**src/rtl/divider_pkg.sv**
```systemverilog
// Shared definitions for the divider: datapath width, operation encoding,
// step counts and a 32->XLEN sign-extension helper.
`ifndef XLEN
`define XLEN 64
`endif

package divider_pkg;

  typedef enum logic [1:0] {
    DIV  = 2'd0,
    DIVU = 2'd1,
    REM  = 2'd2,
    REMU = 2'd3
  } op_t;

  localparam int STEPS_FULL = 64;
  localparam int STEPS_WORD = 32;

  function automatic logic [`XLEN-1:0] sext32(input logic [31:0] v);
    return {{(`XLEN-32){v[31]}}, v};
  endfunction

endpackage

```
**src/rtl/divider.sv**
```systemverilog
// Iterative radix-2 restoring divider: DIV/DIVU/REM/REMU and their W forms.
// Optional macro DIVIDER_EARLY_OUT_EN: divide-by-zero and signed overflow
// skip the iteration and finish one cycle after acceptance.
import divider_pkg::*;

module divider (
  input  logic              clk,
  input  logic              reset_n,
  input  op_t               op,
  input  logic              is_word_op,
  input  logic [`XLEN-1:0]  a,
  input  logic [`XLEN-1:0]  b,
  input  logic              valid_in,
  output logic              ready_out,
  output logic [`XLEN-1:0]  result,
  output logic              valid_out,
  input  logic              ready_in
);

  localparam logic [1:0] S_IDLE = 2'd0;
  localparam logic [1:0] S_CALC = 2'd1;
  localparam logic [1:0] S_DONE = 2'd2;

  localparam logic [5:0] CNT_FULL = 6'(STEPS_FULL - 1);
  localparam logic [5:0] CNT_WORD = 6'(STEPS_WORD - 1);

  logic [1:0]       state_q, state_d;
  logic [5:0]       cnt_q, cnt_d;
  logic             last_q, last_d;      // all steps done, finalize next
  logic [`XLEN-1:0] quot_q, quot_d;      // dividend shifts out, quotient shifts in
  logic [`XLEN-1:0] rem_q, rem_d;        // partial remainder
  logic [`XLEN-1:0] dvsr_q, dvsr_d;      // divisor magnitude
  logic             qneg_q, qneg_d;
  logic             rneg_q, rneg_d;
  logic             rsel_q, rsel_d;      // 1: return remainder
  logic             word_q, word_d;
  logic             spec_q, spec_d;      // div-by-zero or signed overflow
  logic [`XLEN-1:0] spec_val_q, spec_val_d;
  logic [`XLEN-1:0] result_q, result_d;

  // Operand preparation at acceptance
  logic             signed_op, a_neg, b_neg, div0, ovf, is_rem;
  logic [`XLEN-1:0] a_ext, b_ext, a_mag, b_mag;
  // Iteration step and finalize
  logic [`XLEN:0]   shifted, diff;
  logic [`XLEN-1:0] q_fix, r_fix, fin;
  logic             early;

  assign ready_out = (state_q == S_IDLE);
  assign valid_out = (state_q == S_DONE);
  assign result    = result_q;

  // Next-state, operand conditioning, divide step and result selection
  always_comb begin
    state_d    = state_q;
    cnt_d      = cnt_q;
    last_d     = last_q;
    quot_d     = quot_q;
    rem_d      = rem_q;
    dvsr_d     = dvsr_q;
    qneg_d     = qneg_q;
    rneg_d     = rneg_q;
    rsel_d     = rsel_q;
    word_d     = word_q;
    spec_d     = spec_q;
    spec_val_d = spec_val_q;
    result_d   = result_q;

    signed_op = (op == DIV) || (op == REM);
    is_rem    = (op == REM) || (op == REMU);
    if (is_word_op) begin
      a_ext = signed_op ? sext32(a[31:0]) : {32'b0, a[31:0]};
      b_ext = signed_op ? sext32(b[31:0]) : {32'b0, b[31:0]};
    end else begin
      a_ext = a;
      b_ext = b;
    end
    a_neg = signed_op && a_ext[`XLEN-1];
    b_neg = signed_op && b_ext[`XLEN-1];
    a_mag = a_neg ? -a_ext : a_ext;
    b_mag = b_neg ? -b_ext : b_ext;
    div0  = (b_ext == '0);
    ovf   = signed_op && (b_ext == '1) &&
            (a_ext == (is_word_op ? sext32(32'h8000_0000) : {1'b1, {(`XLEN-1){1'b0}}}));

    // Restoring step: shift in next dividend bit, subtract if it fits
    shifted = {rem_q, quot_q[`XLEN-1]};
    diff    = shifted - {1'b0, dvsr_q};

    q_fix = qneg_q ? -quot_q : quot_q;
    r_fix = rneg_q ? -rem_q : rem_q;
    fin   = spec_q ? spec_val_q : (rsel_q ? r_fix : q_fix);

`ifdef DIVIDER_EARLY_OUT_EN
    early = spec_q;
`else
    early = 1'b0;
`endif

    case (state_q)
      S_IDLE: begin
        if (valid_in) begin
          // W ops park the 32-bit dividend in the top half so 32 steps suffice
          quot_d     = is_word_op ? {a_mag[31:0], 32'b0} : a_mag;
          rem_d      = '0;
          dvsr_d     = b_mag;
          qneg_d     = a_neg ^ b_neg;
          rneg_d     = a_neg;
          rsel_d     = is_rem;
          word_d     = is_word_op;
          spec_d     = div0 || ovf;
          spec_val_d = div0 ? (is_rem ? a_ext : '1) : (is_rem ? '0 : a_ext);
          cnt_d      = is_word_op ? CNT_WORD : CNT_FULL;
          last_d     = 1'b0;
          state_d    = S_CALC;
        end
      end
      S_CALC: begin
        if (last_q || early) begin
          result_d = word_q ? sext32(fin[31:0]) : fin;
          cnt_d    = '0;
          last_d   = 1'b0;
          state_d  = S_DONE;
        end else begin
          if (!diff[`XLEN]) begin
            rem_d  = diff[`XLEN-1:0];
            quot_d = {quot_q[`XLEN-2:0], 1'b1};
          end else begin
            rem_d  = shifted[`XLEN-1:0];
            quot_d = {quot_q[`XLEN-2:0], 1'b0};
          end
          if (cnt_q == '0) begin
            last_d = 1'b1;
          end else begin
            cnt_d = cnt_q - 6'd1;
          end
        end
      end
      S_DONE: begin
        if (ready_in) state_d = S_IDLE;
      end
      default: state_d = S_IDLE;
    endcase
  end

  // State registers with synchronous active-low reset
  always_ff @(posedge clk) begin
    if (!reset_n) begin
      state_q    <= S_IDLE;
      cnt_q      <= '0;
      last_q     <= 1'b0;
      quot_q     <= '0;
      rem_q      <= '0;
      dvsr_q     <= '0;
      qneg_q     <= 1'b0;
      rneg_q     <= 1'b0;
      rsel_q     <= 1'b0;
      word_q     <= 1'b0;
      spec_q     <= 1'b0;
      spec_val_q <= '0;
      result_q   <= '0;
    end else begin
      state_q    <= state_d;
      cnt_q      <= cnt_d;
      last_q     <= last_d;
      quot_q     <= quot_d;
      rem_q      <= rem_d;
      dvsr_q     <= dvsr_d;
      qneg_q     <= qneg_d;
      rneg_q     <= rneg_d;
      rsel_q     <= rsel_d;
      word_q     <= word_d;
      spec_q     <= spec_d;
      spec_val_q <= spec_val_d;
      result_q   <= result_d;
    end
  end

endmodule

```
**config.mk**
```make
export PLATFORM = sky130hd
export DESIGN_NAME = divider
export DESIGN_NICKNAME = d
export VERILOG_FILES = /design/src/rtl/divider_pkg.sv /design/src/rtl/divider.sv
export SDC_FILE = /design/constraint.sdc
export NUM_CORES = 1
export LEC_CHECK = 0
export CORE_MARGIN = 2
export CORE_UTILIZATION = 44
export CTS_CLUSTER_DIAMETER = 30
export CTS_CLUSTER_SIZE = 12
export DETAILED_ROUTE_END_ITERATION = 16
export HOLD_SLACK_MARGIN = 0.06
export PLACE_DENSITY_LB_ADDON = 0.15
export SETUP_SLACK_MARGIN = 0.15
export SLEW_MARGIN = 25
export SYNTH_ARGS = -nofsm -noshare
export SYNTH_HDL_FRONTEND = slang
export SYNTH_SLANG_ARGS = --single-unit
export TNS_END_PERCENT = 1
```
**constraint.sdc**
```tcl
create_clock -name clk -period 5.4 [get_ports clk]
set_input_delay 1.62 -clock clk [delete_from_list [all_inputs] [get_ports clk]]
set_output_delay 1.62 -clock clk [all_outputs]
set_load 0.02 [all_outputs]
```
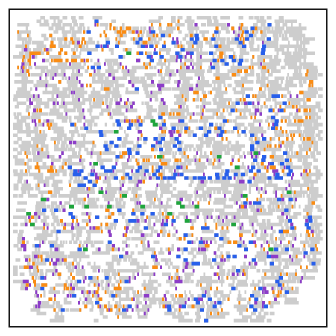
run_1/gate_families.png
colour	family	cells
orange	NOR gates	514
blue	XOR/XNOR gates	278
green	multiplexers	28
purple	NAND gates	437
Comb area share: 53.7%
most numerous logic cell after layout: dfxtp_1
Cell Count, Final, Fillers Out: 4330

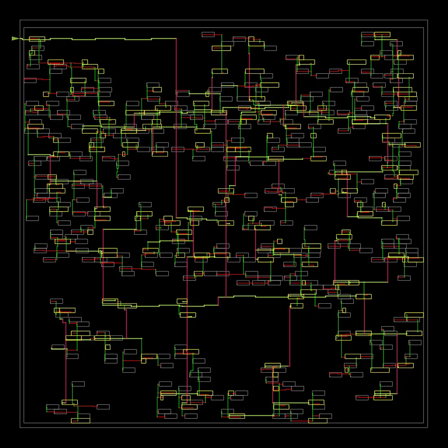
run_1/final_clocks.png
clk latency late pin: 0.65 ns
clk sink count: 334
clock group power: 6.02 mW
clock buffers: 111

==> flow_summary.yaml, run 1 <==
# synthesis and place-and-route metrics
worst_setup_path:
  cp-end-kind: "register"
  crit_arrival_ns: 5.49
  crit_type: "in2reg"
  r2r-start: "rem_q[0]$_SDFFE_PN0P_"
  start_kind: "input port"
  rrSetupSlack_ns: 1.26
  critical_path_required_ns: 5.97
  r2r-end: "rem_q[12]$_SDFFE_PN0P_"
  worst_r2r_path_depth: 14
  crit_path_max_fanout: 39
timing:
  max_freq_mhz: 203
  tns_ns: 0
  hold_viol_final: 0
  rsz0062_at_grt: "false"
  clock-skew-final_ns: 0.0389
  slew_headroom_pct: 25.4
  worst-slew-pin-transition_ns: 1.11
  slew_violations: 0
  period_needed_ns: 4.92
  hold_ws_ns: 0.453
  finalClockPeriodUsage_pct: 91.1
  setup_viol: 0
yosys:
  simple_gate_area_share_pct: 20.6
  aoi_share_pct: 29.8
  ys_cells: 3375
  synth_cell_types: 86
  adder_share_pct: 5.51
  ys_async_sr_fraction_pct: 0
  xor_area_share_pct: 9.84
  synth-edff-count: 0
  synth_seq_share_pct: 27.0
  floorplan.nets: 3581
  synthFlopType: "dfxtp_1"
  synth_warnings: 0
  logic_family: "AND-OR/OR-AND gates"
  synth_area_per_cell_um2: 7.33
  ys_area_um2: 24700
  synth_area_um2: 24700
  mux_area_share_pct: 1.14
  syn_inst: 3375
  ys.flops: 334
status:
  status: "finished, final reports clean"
grt:
  grt_start_max_net_pins: 102
  grt.overflow.total: 0
  grt_pass1_vias: 25062
  track_usage_pct: 34.1
  grt_pass1_wl_um: 152000
  antenna_found_initial: 2
die:
  die-area_um2: 58200
  io_pins: 201
  initCoreUtil_pct: 44.7
  die_w_um: 241
  die_h_um: 241
  row_count: 86
  core_area_um2: 55300
clocking:
  cts_root_buffer: "clkbuf_16"
  htreeDepth: 3
  clockBufferDepth: 3
  hold_buffers: 0
  post_cts_buffers: 0
  ctsResizeCount: 0
  cts_buffers: 92
  cts_tree: "built"
  clkTransAtPathRegs_ns: 0.05
route:
  firstDrtPassIters: 6
  wl_met2_um: 46300
  routed_wl_um: 102000
  routed.top_layer: "met5"
  met3WireLength_um: 8510
  vias: 27047
  drtIter0Drc: 2958
  drc: 0
  wl_per_cell_um: 23.4
  final_antenna_net_count: 0
  wl_met1_um: 42800
  vias_per_cell: 6.25
finish:
  logic_area_um2: 16600
  fin_util_pct: 56.0
  fillCellCount: 5314
  final_layout_size_suffix_gt1_share_pct: 10.1
  seqCellArea_um2: 6690
  nets: 3712
  lay_top_cells: "dfxtp_1 (331), nor2_1 (325), o21ai_0 (308)"
place:
  io_buffers: 200
  dp.final_hpwl_um: 76100
  dp.cells: 4160
  dp_slack_ns: -0.0749
  gp_congestion: 0.965
  dpl_cell_area_um2: 27500
pwr:
  power_leakage_nw: 11.7
  finalPower_mw: 11.0
  ir_drop_mv: 0.253
  powerDensity_nw_per_um2: 355
hold_path:
  hp-class: "reg2reg"
  min_delay_path_depth: 2
  min_to: "dvsr_q[39]$_SDFFE_PN0P_"
  hp-start: "dvsr_q[39]$_SDFFE_PN0P_"
run:
  maxCapViolCount: 0
  warnings: 30
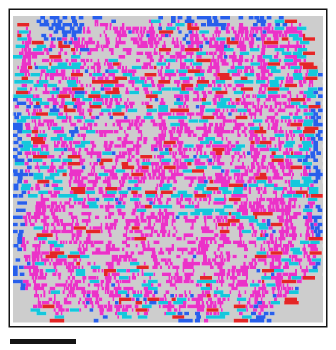
run_1/cell_classes.png
The bar under the picture is 50 µm long. Fill, decap, tap and diode cells in grey.
colour	class	cells	share of their area
magenta	all other logic	2790	57%
blue	other buffers and delay cells	288	9.0%
red	clock drivers and dummy loads	169	12%
cyan	flops	334	22%
Design Area, Final: 31000 µm²
Seq/total area: 21.6%

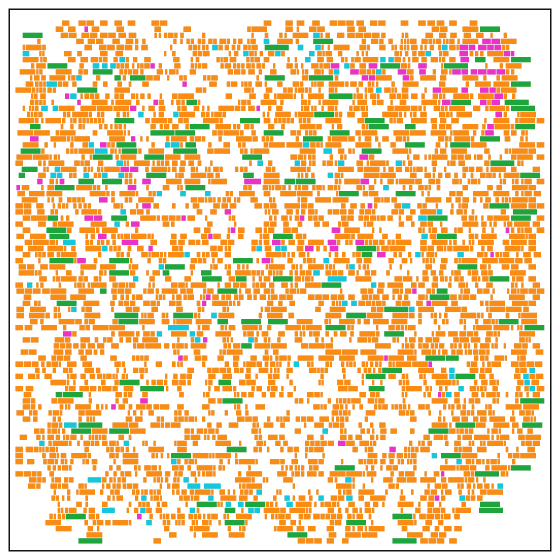
run_1/drive_strength.png
colour	size	cells	share
green	drive 6 and up	141	3.9%
orange	drive 1 or less	3219	90%
cyan	drive 3 to 4	121	3.4%
magenta	drive 2	100	2.8%
Non-Clock Buffer Count: 288
Area Growth Syn to Fin: 25.1%
min setup slack post-route: 0.481 ns

[run 1: critical path, cell delays in order]
cell and delay, ns:
clkdlybuf4s50_1 0.42, or4_1 0.71, or4_1 0.68, or3_1 0.44, nor3_4 0.35, o211a_4 0.27, o21ai_4 0.15, buf_12 0.23
maj3_1 0.40, a21oi_1 0.14
[run 1: power breakdown]
part | total (mW) | internal (mW) | leakage [nW] | switching (mW)
combinational | 2.15 | 0.791 | 7.30 | 1.36
sequential | 2.82 | 2.63 | 2.73 | 0.193
clock | 6.02 | 4.22 | 1.67 | 1.80
[run 1: cell type report]
type / instances / share of cell area [%]
clock buffer: 111 / 8.22
clock inverter: 58 / 2.96
antenna: 1 / 0.00808
timing repair buffer: 288 / 8.76
sequential: 334 / 21.6
tap: 748 / 3.02
multi-input combinational: 2651 / 53.7
inverter: 139 / 1.70
[run 1: registers in the layout, summed over array words and instances, names as in the netlist]
register	count
last_q	1
spec_q	1
state_q	2
result	64
rsel_q	1
rneg_q	1
word_q	1
qneg_q	1
quot_q	64
dvsr_q	64
spec_val_q	64
cnt_q	6
rem_q	64
[run 1: how the worst max path moves through the flow]
stage          start                     endpoint  slack [ns]  depth (start not counted)
2_1_floorplan   b[6]      dvsr_q[43]$_SDFFE_PN0P_        0.91                         10
3_3_place_gp    b[6]   spec_val_q[2]$_SDFFE_PN0P_      -0.008                         10
3_5_place_dp    b[6]  spec_val_q[35]$_SDFFE_PN0P_       -0.07                         11
4_1_cts         b[6]  spec_val_q[35]$_SDFFE_PN0P_        0.57                         11
5_1_grt         b[6]  spec_val_q[45]$_SDFFE_PN0P_        0.37                         11
6_report        b[6]   spec_val_q[2]$_SDFFE_PN0P_        0.48                         10
[run 1: cells in the mapped netlist (51+ instances only)]
library cell | n | share of area [%]
nor2_1 | 329 | 5.0
o21ai_0 | 308 | 6.2
o31ai_1 | 64 | 1.9
or3_1 | 51 | 1.3
nand2_1 | 307 | 4.7
ha_1 | 70 | 3.5
dfxtp_1 | 334 | 27
a21oi_1 | 302 | 6.1
clkbuf_1 | 223 | 3.4
nor3_1 | 96 | 1.9
a211oi_1 | 108 | 3.3
xor2_1 | 130 | 4.6
inv_1 | 137 | 2.1
xnor2_1 | 148 | 5.2
[run 1: kinds of logic (layout without fill, tap and decap cells)]
| group | count (synthesis) | in the layout |
|---|---|---|
| AND-OR/OR-AND | 1155 | 1155 |
| AND/OR/NAND/NOR | 1077 | 1077 |
| buffers and inverters | 390 | 596 |
| flip-flops | 334 | 334 |
| XOR/XNOR | 278 | 278 |
| adder cells (fa/ha/maj) | 113 | 113 |
| multiplexers | 28 | 28 |
| other | 0 | 1 |
[run 1: layer usage]
layer | vias up | GRT usage, %
li1 | 12608 | -
met1 | 12918 | 44.9
met2 | 1265 | 54.6
met3 | 252 | 7.24
met4 | 4 | 12.7
met5 | - | 0
run_1/met2.png
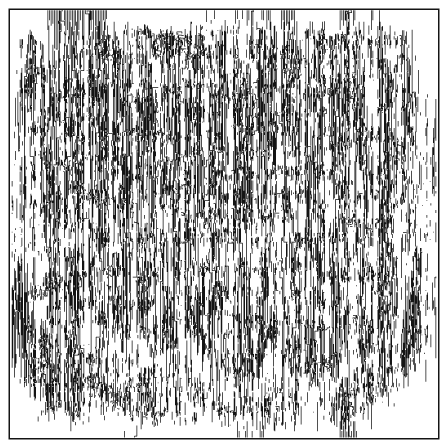

## Run 2: what changed since run 1
Settings changed: CAP_MARGIN set to 0, CORE_UTILIZATION 44 to 60.
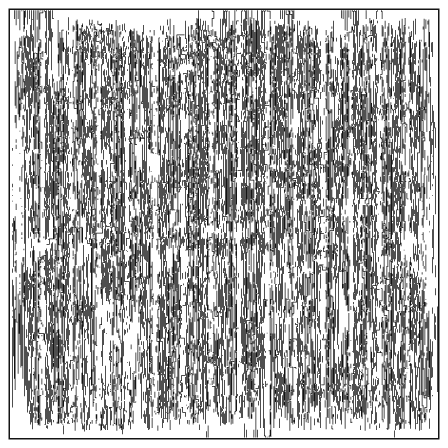
run_2/met2.png
longest straight run	84.1 µm
nets with wire on the layer	3159
main direction	vertical
share of all routed wire	43%
wire length on this layer	43.4 mm
GR Layer Usage met2: 67.7%
Vias: 28324

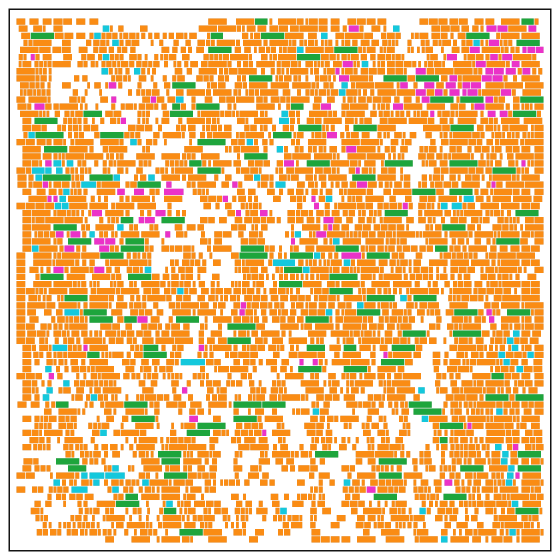
run_2/drive_strength.png
colour	size	cells	share
cyan	drive 3 to 4	95	2.7%
magenta	drive 2	109	3.1%
green	drive 6 and up	125	3.5%
orange	drive 1 or less	3225	91%
min setup slack post-route: 0.541 ns
Design Area, Final: 30200 µm²

==> run 2 against run 1 <==
  * Die area shrank 26%
  * Combinational power is essentially flat
  * Area after synthesis is the same
  * Non-clock buffer count shrank 12
  * Flip-flop count is the same
  * Core utilization grew 18 points
  * Via count grew 4.7%
  * Count of clock-buffer cells in the layout shrank 2
  * Sequential power is essentially flat
  * Critical path type unchanged
  * Worst hold slack is essentially flat
  * Highest routed layer unchanged
  * Critical endpoint is now spec_val_q[1]$_SDFFE_PN0P_
==> flow_summary.yaml, run 2 <==
# synthesis and place-and-route metrics
finish:
  nets: 3693
  fillCellCount: 3044
  final-instance-count-excl-fill: 4089
  lay_top_cells: "dfxtp_1 (331), nor2_1 (325), o21ai_0 (308)"
  final_layout_size_suffix_gt1_share_pct: 9.26
  area_delta_synth_final_pct: 22.0
  layout_top_cell: "dfxtp_1"
die:
  die_w_um: 207
  initCoreUtil_pct: 60.7
  die-area_um2: 42900
  die_h_um: 207
  io_pins: 201
clocking:
  cts_tree: "built"
  post_cts_buffers: 0
  ctsResizeCount: 0
  numClockSinks: 334
  cts_root_buffer: "clkbuf_16"
  clk_latency_ns: 0.62
  htreeDepth: 3
  hold_buffers: 0
  clkTransAtPathRegs_ns: 0.04
  clockBufferDepth: 3
  cts_buffers: 85
timing:
  period_needed_ns: 4.86
  hold_viol_final: 0
  tns_ns: 0
  rsz0062_at_grt: "false"
  finalClockPeriodUsage_pct: 90.0
  slew_violations: 0
  setup_viol: 0
  worst-slew-pin-transition_ns: 1.16
  slew_headroom_pct: 22.4
  clock-skew-final_ns: 0.0275
  max_freq_mhz: 206
pwr:
  ir_drop_mv: 0.296
  powerDensity_nw_per_um2: 345
  power_leakage_nw: 11.5
place:
  dp_slack_ns: 0.0844
  dp.cells: 3932
  dp.final_hpwl_um: 71700
  io_buffers: 200
  gp_congestion: 1.04
yosys:
  ys_area_um2: 24700
  synth_cell_types: 86
  synth.most_common_cell: "dfxtp_1"
  synth-edff-count: 0
  mux_area_share_pct: 1.14
  yosys-top-cells-count: "dfxtp_1 (334), nor2_1 (329), o21ai_0 (308)"
  syn_inst: 3375
  synth_warnings: 0
  adder_share_pct: 5.51
  xor_area_share_pct: 9.84
  ys.flops: 334
  synth_seq_share_pct: 27.0
  topCellsByArea: "dfxtp_1 (27%), o21ai_0 (6.2%), a21oi_1 (6.1%)"
  top_area_share_pct: 27.0
  synth_area_per_cell_um2: 7.33
  synth_area_um2: 24700
  ys_async_sr_fraction_pct: 0
  yosysTopAreaCell: "dfxtp_1"
  floorplan.nets: 3581
  synthFlopType: "dfxtp_1"
  simple_gate_area_share_pct: 20.6
  ys_cells: 3375
  logic_family: "AND-OR/OR-AND gates"
  aoi_share_pct: 29.8
run:
  maxCapViolCount: 0
  warnings: 30
worst_setup_path:
  start_kind: "input port"
  cp_slowest_cell: "or4_1"
  crit_chain: "clkdlybuf4s50_1, or4_1, or4_1, or3_1, nor3_4, o211a_4, o21ai_4, buf_12, maj3_1, a21oi_1"
  crit_path_start: "b[6]"
  cp.buffers_inverters: 2
  cp-end-kind: "register"
  critical_path_required_ns: 5.94
  crit_path_frequent_cell: "or4_1"
  r2r-start: "rem_q[16]$_SDFFE_PN0P_"
  crit_path_max_fanout: 36
  crit_path_max_incr_delay_ns: 0.71
  cp_top_family: "simple AND/OR/NAND/NOR gates"
  crit_type: "in2reg"
  crit_arrival_ns: 5.39
route:
  firstDrtPassIters: 6
  final_antenna_net_count: 0
  routed_wl_um: 99900
  drc: 0
  vias_per_cell: 6.93
  drtIter0Drc: 4484
  wl_per_cell_um: 24.4
status:
  status: "finished, final reports clean"
grt:
  track_usage_pct: 44.0
  grt_pass1_wl_um: 150000
  grt_pass1_vias: 25976
  grt_start_max_net_pins: 102
  antenna_found_initial: 3
  grt.overflow.total: 0
hold_path:
  hp-class: "reg2reg"
  hp-start: "dvsr_q[30]$_SDFFE_PN0P_"
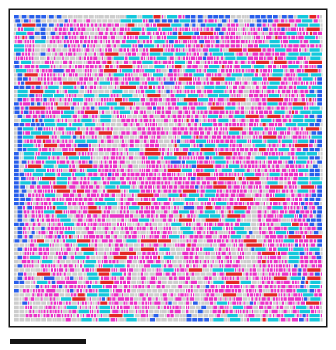
run_2/cell_classes.png
The bar under the picture is 50 µm long. Fill, decap, tap and diode cells in grey.
colour	class	cells	share of their area
cyan	flops	334	23%
magenta	all other logic	2790	58%
blue	other buffers and delay cells	276	8.9%
red	clock drivers and dummy loads	154	10%
Core Rows: 74
Util after Layout: 74.1%
Core Area: 40700 µm²
Seq/total area: 22.2%

## run 2: netlist changes by cell type in the layout (fill, tap and decap cells not counted), moves of 2 or more
cell / before / now
clkinv_4: 14 / 1
diode_2: 1 / 3
clkinv_2: 9 / 18
bufinv_16: 18 / 15
inv_6: 5 / 2
buf_4: 84 / 72
clkbuf_1: 3 / 9
clkbuf_16: 93 / 86
clkinv_16: 2 / 0
## run 2: final cells by class
class,count,area [µm²],share of cell area [%]
flip-flops and latches,334,6690,22.2
inverters,139,524,1.74
diodes,3,7.51,0.0249
clock inverters,45,656,2.17
well taps,532,666,2.21
multi-input cells,2651,16600,55.1
repair buffers,276,2640,8.74
clock buffers,109,2380,7.88
## run 2: tightest hold or removal path: cells and delay by family (launching register included)
family,cells,cell delay (ns)
flops,1,0.30
simple gates,1,0.05
compound gates,1,0.05
## run 2: per-layer routing
metal	up-vias	part of all wire, %	wire [µm]	GRT usage, %
met1	13210	38	37900	56.7
met2	2144	43	43400	67.7
met5	-	0.011	11	0
met3	420	12	12500	10.3
li1	12548	-	-	-
met4	2	6.2	6200	24.7
## run 2: report_power, final
group	total [mW]	internal (mW)	leakage, nW	switching (mW)
registers	2.82	2.63	2.73	0.193
clock network	5.42	3.79	1.48	1.62
logic	2.18	0.784	7.25	1.40
total	10.4	7.21	11.5	3.21
## run 2: cell families after synthesis
| family | Yosys count |
|---|---|
| fa+ha+maj | 113 |
| flops | 334 |
| buf+inv | 390 |
| mux | 28 |
| simple gates | 1077 |
| xor+xnor | 278 |
| compound gates | 1155 |
## run 2: per-stage QoR
step / util (%) / total power, mW / hold WS, ns / area [µm²]
after floorplan: - / 4.19 / 0.428 / 24700
after global placement: 66.6 / 4.87 / 0.442 / 27100
after detailed placement: 66.6 / 4.91 / 0.445 / 27100
after CTS: 74.0 / 10.3 / 0.453 / 30200
after global routing: 74.1 / 10.7 / 0.470 / 30200
final: 74.1 / 10.4 / 0.453 / 30200
## run 2: final timing paths
check | endpoint | slack (ns) | depth (start not counted)
worst min-delay path | dvsr_q[30]$_SDFFE_PN0P_ | 0.45 | 2
worst min register to register | dvsr_q[30]$_SDFFE_PN0P_ | 0.45 | 2
worst max-delay path | spec_val_q[1]$_SDFFE_PN0P_ | 0.54 | 10
worst max register to register | result[41]$_SDFFE_PN0P_ | 0.70 | 10
Power figures rest on the tool's default switching activity, not on a simulated workload.
